===== config.mk =====
export PLATFORM = sky130hd
export DESIGN_NAME = pingpong_line_buf_ctrl
export DESIGN_NICKNAME = d
export VERILOG_FILES = /design/src/rtl/pingpong_pkg.sv /design/src/rtl/pingpong_line_buf_ctrl_fifo.sv /design/src/rtl/pingpong_line_buf_ctrl.sv
export SDC_FILE = /design/constraint.sdc
export NUM_CORES = 1
export LEC_CHECK = 0
export CELL_PAD_IN_SITES_DETAIL_PLACEMENT = 1
export CELL_PAD_IN_SITES_GLOBAL_PLACEMENT = 1
export CORE_MARGIN = 8
export CORE_UTILIZATION = 30
export DETAILED_ROUTE_END_ITERATION = 10
export PLACE_DENSITY_LB_ADDON = 0.1
export SLEW_MARGIN = 5
export SYNTH_ARGS = -nofsm -noshare
export SYNTH_HDL_FRONTEND = slang
export SYNTH_SLANG_ARGS = --single-unit

===== constraint.sdc =====
create_clock -name clk -period 2.2 [get_ports clk]
set_input_delay 0.44 -clock clk [delete_from_list [all_inputs] [get_ports clk]]
set_output_delay 0.44 -clock clk [all_outputs]
set_load 0.02 [all_outputs]

===== src/rtl/pingpong_pkg.sv =====
// Shared constants and the read-return FIFO entry type for the ping-pong line buffer.
package pingpong_pkg;

  localparam int FIFO_DEPTH    = 4;
  localparam int BANKS         = 2;
  localparam int PP_DATA_WIDTH = 32;
  localparam int FIFO_CNT_W    = $clog2(FIFO_DEPTH + 1);
  localparam int FIFO_PTR_W    = $clog2(FIFO_DEPTH);

  typedef struct packed {
    logic [PP_DATA_WIDTH-1:0] data;
    logic                     last;
  } fifo_entry_t;

  // Number of reads still travelling through the RAM pipe (at most two).
  function automatic logic [FIFO_CNT_W-1:0] count_ones2(input logic [1:0] v);
    return FIFO_CNT_W'(v[0]) + FIFO_CNT_W'(v[1]);
  endfunction

  function automatic logic [FIFO_PTR_W-1:0] fifo_ptr_inc(input logic [FIFO_PTR_W-1:0] p);
    return (p == FIFO_PTR_W'(FIFO_DEPTH - 1)) ? '0 : p + 1'b1;
  endfunction

endpackage


===== src/rtl/pingpong_line_buf_ctrl_fifo.sv =====
// Small synchronous FIFO holding returned RAM words; head is read straight from the
// entry registers so out_data never depends on the RAM output timing.
module sync_fifo_small
  import pingpong_pkg::*;
(
  input  logic                  clk,
  input  logic                  rst_n,
  input  logic                  flush_i,
  input  logic                  push_i,
  input  fifo_entry_t           push_data_i,
  input  logic                  pop_i,
  output fifo_entry_t           head_o,
  output logic                  valid_o,
  output logic [FIFO_CNT_W-1:0] count_o
);

  fifo_entry_t             mem_q [FIFO_DEPTH];
  logic [FIFO_PTR_W-1:0]   wr_ptr_q, wr_ptr_d;
  logic [FIFO_PTR_W-1:0]   rd_ptr_q, rd_ptr_d;
  logic [FIFO_CNT_W-1:0]   count_q, count_d;
  logic                    do_push, do_pop;

  assign do_push = push_i && (count_q < FIFO_CNT_W'(FIFO_DEPTH));
  assign do_pop  = pop_i && (count_q != '0);

  always_comb begin
    wr_ptr_d = wr_ptr_q;
    rd_ptr_d = rd_ptr_q;
    count_d  = count_q;
    if (do_push) wr_ptr_d = fifo_ptr_inc(wr_ptr_q);
    if (do_pop)  rd_ptr_d = fifo_ptr_inc(rd_ptr_q);
    case ({do_push, do_pop})
      2'b10:   count_d = count_q + 1'b1;
      2'b01:   count_d = count_q - 1'b1;
      default: count_d = count_q;
    endcase
    if (flush_i) begin
      wr_ptr_d = '0;
      rd_ptr_d = '0;
      count_d  = '0;
    end
  end

  // Entries are cleared on reset so the head reads zero until the first push.
  always_ff @(posedge clk or negedge rst_n) begin
    if (!rst_n) begin
      for (int i = 0; i < FIFO_DEPTH; i++) mem_q[i] <= '0;
      wr_ptr_q <= '0;
      rd_ptr_q <= '0;
      count_q  <= '0;
    end else begin
      if (do_push && !flush_i) mem_q[wr_ptr_q] <= push_data_i;
      wr_ptr_q <= wr_ptr_d;
      rd_ptr_q <= rd_ptr_d;
      count_q  <= count_d;
    end
  end

  assign head_o  = mem_q[rd_ptr_q];
  assign valid_o = (count_q != '0);
  assign count_o = count_q;

endmodule


===== src/rtl/pingpong_line_buf_ctrl.sv =====
// Ping-pong line buffer sequencer: the writer fills one RAM half while the reader drains
// the other through a short return pipe and a 4-entry output FIFO.
module pingpong_line_buf_ctrl
  import pingpong_pkg::*;
#(
  parameter int ADDR_WIDTH = 8,
  parameter int DATA_WIDTH = PP_DATA_WIDTH,
  parameter int LINE_LEN   = 128,
  parameter int RD_LATENCY = 1
) (
  input  logic                  clk,
  input  logic                  rst_n,
  input  logic                  flush,
  input  logic                  in_valid,
  input  logic [DATA_WIDTH-1:0] in_data,
  output logic                  in_ready,
  output logic                  out_valid,
  output logic [DATA_WIDTH-1:0] out_data,
  input  logic                  out_ready,
  output logic                  ram_wr_en,
  output logic [ADDR_WIDTH-1:0] ram_wr_addr,
  output logic [DATA_WIDTH-1:0] ram_wr_data,
  output logic [ADDR_WIDTH-1:0] ram_rd_addr,
  input  logic [DATA_WIDTH-1:0] ram_rd_data,
  output logic [1:0]            bank_full,
  output logic                  line_wr_done,
  output logic                  line_rd_done
);

  localparam int            CW       = ADDR_WIDTH - 1;
  localparam logic [CW-1:0] CNT_LAST = CW'(LINE_LEN - 1);

  logic                  wr_bank_q, wr_bank_d;
  logic [CW-1:0]         wr_cnt_q, wr_cnt_d;
  logic                  rd_bank_q, rd_bank_d;
  logic [CW-1:0]         rd_cnt_q, rd_cnt_d;
  logic [BANKS-1:0]      bank_full_q, bank_full_d;
  logic                  wr_done_q, wr_done_d;
  logic                  rd_done_q, rd_done_d;
  logic [RD_LATENCY-1:0] vld_pipe_q, vld_pipe_d;
  logic [RD_LATENCY-1:0] last_pipe_q, last_pipe_d;

  logic                  accept, wr_last;
  logic                  issue, rd_last;
  logic                  pop;
  logic [BANKS-1:0]      set_mask, clr_mask;
  logic [FIFO_CNT_W-1:0] inflight;
  logic [FIFO_CNT_W:0]   occupancy;

  fifo_entry_t           ret_entry;
  fifo_entry_t           fifo_head;
  logic                  ret_valid;
  logic                  fifo_valid;
  logic [FIFO_CNT_W-1:0] fifo_count;

  // Write side is purely combinational so a word reaches the RAM in its accept cycle.
  assign in_ready    = ~bank_full_q[wr_bank_q];
  assign accept      = in_valid & in_ready;
  assign wr_last     = accept && (wr_cnt_q == CNT_LAST);
  assign ram_wr_en   = accept;
  assign ram_wr_addr = {wr_bank_q, wr_cnt_q};
  assign ram_wr_data = in_data;

  // Reads are only issued when a FIFO slot is guaranteed for the returning word.
  assign inflight    = count_ones2(2'(vld_pipe_q));
  assign occupancy   = {1'b0, fifo_count} + {1'b0, inflight};
  assign issue       = bank_full_q[rd_bank_q] && (occupancy < (FIFO_CNT_W+1)'(FIFO_DEPTH));
  assign rd_last     = issue && (rd_cnt_q == CNT_LAST);
  assign ram_rd_addr = {rd_bank_q, rd_cnt_q};

  assign set_mask = wr_last ? (BANKS'(1) << wr_bank_q) : '0;
  assign clr_mask = rd_last ? (BANKS'(1) << rd_bank_q) : '0;

  assign ret_valid      = vld_pipe_q[RD_LATENCY-1];
  assign ret_entry.data = ram_rd_data;
  assign ret_entry.last = last_pipe_q[RD_LATENCY-1];

  assign pop = fifo_valid & out_ready;

  always_comb begin
    wr_bank_d   = wr_bank_q;
    wr_cnt_d    = wr_cnt_q;
    rd_bank_d   = rd_bank_q;
    rd_cnt_d    = rd_cnt_q;
    bank_full_d = (bank_full_q | set_mask) & ~clr_mask;
    wr_done_d   = wr_last;
    rd_done_d   = pop & fifo_head.last;
    vld_pipe_d  = RD_LATENCY'({vld_pipe_q, issue});
    last_pipe_d = RD_LATENCY'({last_pipe_q, rd_last});

    if (accept) begin
      if (wr_last) begin
        wr_cnt_d  = '0;
        wr_bank_d = ~wr_bank_q;
      end else begin
        wr_cnt_d  = wr_cnt_q + 1'b1;
      end
    end

    // The bank is released at its final issue; the RAM already holds the address.
    if (issue) begin
      if (rd_last) begin
        rd_cnt_d  = '0;
        rd_bank_d = ~rd_bank_q;
      end else begin
        rd_cnt_d  = rd_cnt_q + 1'b1;
      end
    end

    if (flush) begin
      wr_bank_d   = 1'b0;
      wr_cnt_d    = '0;
      rd_bank_d   = 1'b0;
      rd_cnt_d    = '0;
      bank_full_d = '0;
      wr_done_d   = 1'b0;
      rd_done_d   = 1'b0;
      vld_pipe_d  = '0;
      last_pipe_d = '0;
    end
  end

  always_ff @(posedge clk or negedge rst_n) begin
    if (!rst_n) begin
      wr_bank_q   <= 1'b0;
      wr_cnt_q    <= '0;
      rd_bank_q   <= 1'b0;
      rd_cnt_q    <= '0;
      bank_full_q <= '0;
      wr_done_q   <= 1'b0;
      rd_done_q   <= 1'b0;
      vld_pipe_q  <= '0;
      last_pipe_q <= '0;
    end else begin
      wr_bank_q   <= wr_bank_d;
      wr_cnt_q    <= wr_cnt_d;
      rd_bank_q   <= rd_bank_d;
      rd_cnt_q    <= rd_cnt_d;
      bank_full_q <= bank_full_d;
      wr_done_q   <= wr_done_d;
      rd_done_q   <= rd_done_d;
      vld_pipe_q  <= vld_pipe_d;
      last_pipe_q <= last_pipe_d;
    end
  end

  sync_fifo_small u_fifo (
    .clk         (clk),
    .rst_n       (rst_n),
    .flush_i     (flush),
    .push_i      (ret_valid),
    .push_data_i (ret_entry),
    .pop_i       (pop),
    .head_o      (fifo_head),
    .valid_o     (fifo_valid),
    .count_o     (fifo_count)
  );

  assign out_valid    = fifo_valid;
  assign out_data     = fifo_head.data;
  assign bank_full    = bank_full_q;
  assign line_wr_done = wr_done_q;
  assign line_rd_done = rd_done_q;

endmodule


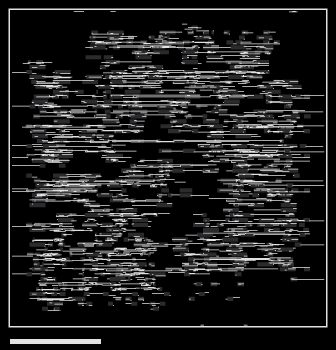
Run 1: the metal 1 layer
Bar = 50 um. Cells faint in the background.
wire length on this layer	8200 um
share of all routed wire	45%
longest straight run	59.8 um
main direction	horizontal
overall routed net length: 18100 um
overall via count from detail_route: 4419

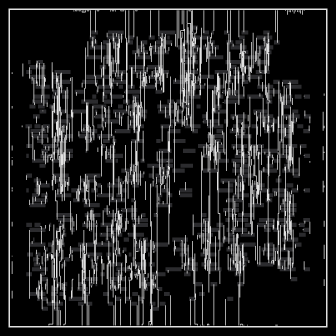
Run 1: the metal 2 layer
Cells faint in the background.
share of all routed wire	50%
nets with wire on the layer	624
wire length on this layer	9050 um
main direction	vertical
met2 routing resource usage after global routing: 0.206

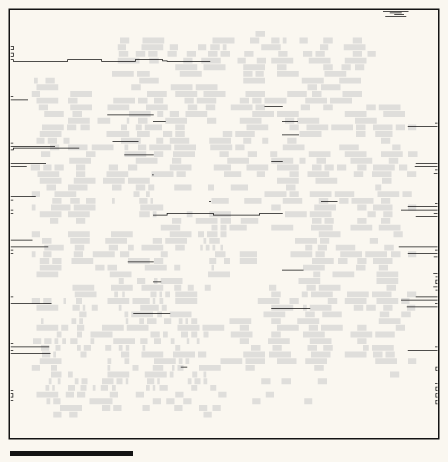
Run 1: met3 routing
Bar = 50 um. Cells faint in the background.
wire length on this layer	629 um
share of all routed wire	3.5%
main direction	horizontal
longest straight run	26.7 um

==> impl_metrics.ini, run 1 <==
; physical design summary
[status]
status = complete, but fails checks
failed_checks = setup timing

[final_timing]
report.final.slew_viol_count = 0
timing_worst_slew_pin_value_ns = 0.579
timing.final.crit_share = 1.03
worst_slack_ns = -0.0714
tns_ns = -0.595
final_period_minus_worst_setup_slack_ns = 2.27
unrepaired_setup_endpoints_after_global_routing = true
setup_viol = 21
relSlewSlack = 0.614

[detailed_routing]
route.met3.wl_um = 629
drt-wirelength-per-cell_um = 19.4
m1WireLength_um = 8200
met2_length_um = 9050
drc = 0
top_layer_used = met5
drc_marker_count_from_the_first_detailed_route_iteration = 160
drt.antenna.violating_nets = 0

[critical_path]
timing.critical_path.cells = buf_6 -> buf_12 -> mux4_2 -> buf_6
critical_path.startpoint = u_fifo.rd_ptr_q[0]$_DFFE_PN0P_
rr_startpoint = u_fifo.count_o[0]$_DFFE_PN0P_
rr_worst_depth = 4
crit_required_ns = 1.76
arrival_ns = 1.83
crit_path_max_fanout = 8
critPathBufInv = 3

[yosys]
synth-simple-area-share = 0.0508
synth_chip_area_um2 = 7510
synth_cells = 508
synthArstFlopShare = 1.00
top_cell = dfrtp_1
yosysTopAreaCell = dfrtp_1
aoi_share = 0.0165
yosys-top-cells-count = dfrtp_1, mux2_2, buf_4
topCellsByArea = dfrtp_1, mux2_2, mux4_2, buf_4, buf_6
flop_cell = dfrtp_1
yosys.cell_types.count = 44
synthMuxAreaShare = 0.304
synth-seq-area-share = 0.536

[place]
placement.cell_area_um2 = 8740
placed_cell_count = 892
hpwl_um = 12100
placement.io_buffers = 91
pre_cts_ws_ns = 0.00549

[global_routing]
met3_usage = 0.0323
grt_pass1_wl_um = 29700
grt-ovfl-total = 0
grt_pass1_vias = 5150
global_route.peak_usage_layer = met2

[flow_run]
max_cap_viol_count = 0

[power]
combinationalPower_uw = 682
share_clk_of_total_power = 0.419
power.largest_group = sequential cells
pwr.group.clock_mw = 2.71
power.share.sequential = 0.475
p_leak_nw = 4.30
share_comb_of_total_power = 0.106

[clock_tree]
cts_max_level = 4
clk-insertion-delay-late_ns = 0.42
cts.clk_slew.worst_paths_ns = 0.07
tritoncts = built

[floorplan]
chip_area_um2 = 30400
floorplan.die.width_um = 174

[final_layout]
final_layout_top_logic_cell = dfrtp_1
layout-area-overhead-vs-synth_pct = 25.0
antenna-diode-count = 0
-- run 1: cell type report --
class	instances	area, um^2	share of cell area
clock buffers	18	429	0.0457
clock inverters	14	106	0.0113
inverters	5	18.8	0.00200
multi-input cells	276	2990	0.318
flip-flops and latches	161	4030	0.429
well taps	330	413	0.0440
repair buffers	129	1400	0.149
-- run 1: state kept, by name, summed over array words and instances, names as in the netlist --
name and count:
bank_full 2, last_pipe_q 1, line_rd_done 1, line_wr_done 1
rd_bank_q 1, rd_cnt_q 7, ret_valid 1, u_fifo.count_o 3
u_fifo.mem_q 132, u_fifo.rd_ptr_q 2, u_fifo.wr_ptr_q 2, wr_bank_q 1
wr_cnt_q 7
-- run 1: timing repair --
action	CTS	global route
buffers inserted	7	4
endpoints found under the setup margin	35	33
gates cloned	1	1
gates resized	137	61
Run 1, where the registers sit:
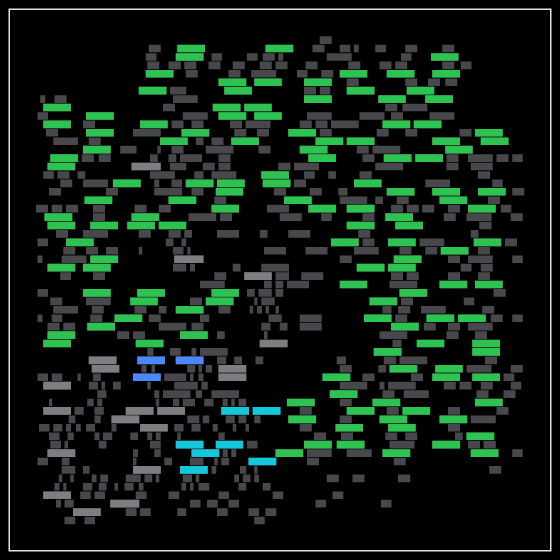

--- run 2 (diff from run 1) ---
--- a/config.mk
+++ b/config.mk
@@ -9,8 +9,11 @@
 export CELL_PAD_IN_SITES_GLOBAL_PLACEMENT = 1
 export CORE_MARGIN = 8
 export CORE_UTILIZATION = 30
+export CTS_CLUSTER_DIAMETER = 200
 export DETAILED_ROUTE_END_ITERATION = 10
 export PLACE_DENSITY_LB_ADDON = 0.1
+export RECOVER_POWER = 50
+export REMOVE_ABC_BUFFERS = 1
 export SLEW_MARGIN = 5
 export SYNTH_ARGS = -nofsm -noshare
 export SYNTH_HDL_FRONTEND = slang
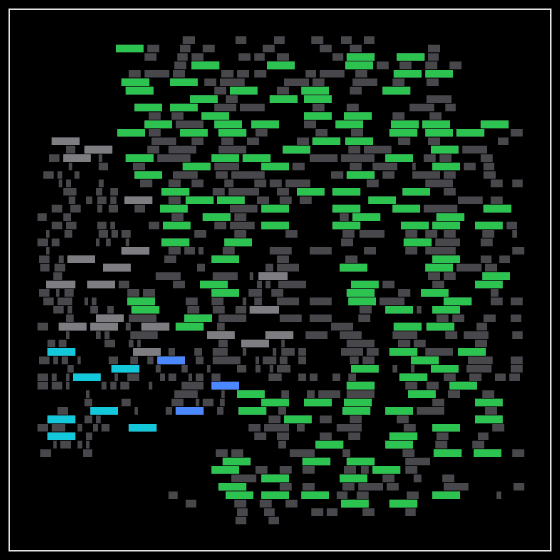
Run 2: where the registers sit
colour	netlist name	flops
cyan	`rd_cnt_q`	7
green	`u_fifo.mem_q`	132
blue	`u_fifo.count_o`	3
not coloured	19

==> run 2 against run 1 <==
Sequential cell count did not move; largest power group is now clock; global-route usage increased by 0.85 points; synthesized area is the same; highest routed layer unchanged; the flow still finishes with violations (setup timing); clock-buffer cell count grew 2.
==> impl_metrics.ini, run 2 <==
; physical design summary
[floorplan]
floorplan.die.width_um = 174
initial_utilization = 0.302
chip_area_um2 = 30400

[clock_tree]
cts.repair_timing.setup_buffer_count = 10
cts.repair.resized = 161
cts.root.buffer_cell = clkbuf_16
cts.sinks = 161
cts_max_level = 4
clk-insertion-delay-late_ns = 0.42
tritoncts = built
cts.clk_slew.worst_paths_ns = 0.06

[critical_path]
timing.critical_path.cells = buf_6 -> buf_12 -> buf_4 -> mux4_2 -> buf_6
critPathBufInv = 4
arrival_ns = 1.85
crit_required_ns = 1.76
cp.depth = 5
rr_worst_depth = 4
critical_path.startpoint = u_fifo.rd_ptr_q[0]$_DFFE_PN0P_
crit_path_max_fanout = 8
cp_common_cell = buf_6
rr_startpoint = u_fifo.count_o[0]$_DFFE_PN0P_

[detailed_routing]
top_layer_used = met5
m1WireLength_um = 8540
route.met3.wl_um = 1270
drc = 0
vias_per_cell = 4.74
routed_wirelength_um = 19300
drt.antenna.violating_nets = 0
drt-wirelength-per-cell_um = 20.4
drc_marker_count_from_the_first_detailed_route_iteration = 133
vias = 4468
met2_length_um = 9310

[yosys]
flop_cell = dfrtp_1
yosysTopAreaCell = dfrtp_1
yosysWarnings = 0
synth-simple-area-share = 0.0508
yosys.cell_types.count = 44
aoi_share = 0.0165
topCellsByArea = dfrtp_1, mux2_2, mux4_2, buf_4, buf_6
synth_cells = 508
synthMuxAreaShare = 0.304
yosys_instances = 508
synth_chip_area_um2 = 7510
synthArstFlopShare = 1.00
yosys-top-cells-count = dfrtp_1, mux2_2, buf_4
synth-seq-area-share = 0.536
top_cell = dfrtp_1

[final_layout]
finish.net_count = 677
largest_register = u_fifo.mem_q
layout-area-overhead-vs-synth_pct = 27.8
largest_register_ff_count = 132
final_layout_top_logic_cell = dfrtp_1
top_regs = u_fifo.mem_q x132, rd_cnt_q x7, wr_cnt_q x7
antenna-diode-count = 0

[final_timing]
timing_worst_slew_pin_value_ns = 1.11
relSlewSlack = 0.258
clock-skew-final_ns = 0.00575
setup_viol = 15
unrepaired_setup_endpoints_after_global_routing = true
report.final.slew_viol_count = 0
final_period_minus_worst_setup_slack_ns = 2.29
tns_ns = -0.855
timing.final.crit_share = 1.04
worst_slack_ns = -0.0878

[flow_run]
max_cap_viol_count = 0

[global_routing]
grt-ovfl-total = 0
grt_antenna_before_repair = 1
groute.layer.met2.usage = 0.208
global_route.peak_usage_layer = met2
grt_usage = 0.133
grt_pass1_vias = 5169
met3_usage = 0.0549
grt_pass1_wl_um = 31400

[place]
pre_cts_ws_ns = 0.00328
hpwl_um = 13200
placement.io_buffers = 91
placement.cell_area_um2 = 8770
placed_cell_count = 892

[min_path]
hold_path_class = reg -> reg

[power]
p_leak_nw = 4.40
irDropWorstVdd_uv = 376

[status]
failed_checks = setup timing
status = complete, but fails checks
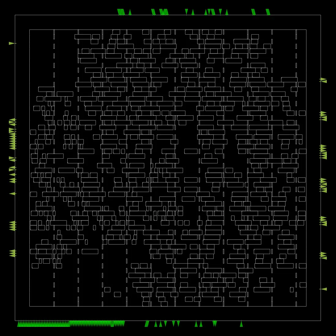
Run 2: cell outlines without signal wires
# rows: 58
FILL cells: 2556

==> run 2: cell types whose count changed in the layout (fill, tap and decap cells not counted), moves of 2 or more <==
cell        previous run  this run
clkinvlp_4             4         2
buf_2                  4         1
buf_6                 30        40
buf_4                 20        18
clkbuf_1               1         3
clkbuf_4               0         2
bufinv_16              0         4
buf_8                  3         0
clkbuf_2               1         3
buf_16                 0         2
inv_6                  5         3
==> run 2: power breakdown <==
group	internal, mW	leakage, nW	switching (mW)
Clock	1.94	0.301	1.20
Sequential	3.02	2.23	0.0458
Combinational	0.440	1.88	0.350
==> run 2: cell type report <==
type / instances / area, um^2
repair buffers: 139 / 1530
clock buffers: 20 / 447
inverters: 5 / 18.8
well taps: 330 / 413
clock inverters: 12 / 180
flip-flops and latches: 161 / 4030
multi-input cells: 276 / 2990
fillers: 2556 / 15300
No activity file was given, so power comes from the tool's default toggle rates.
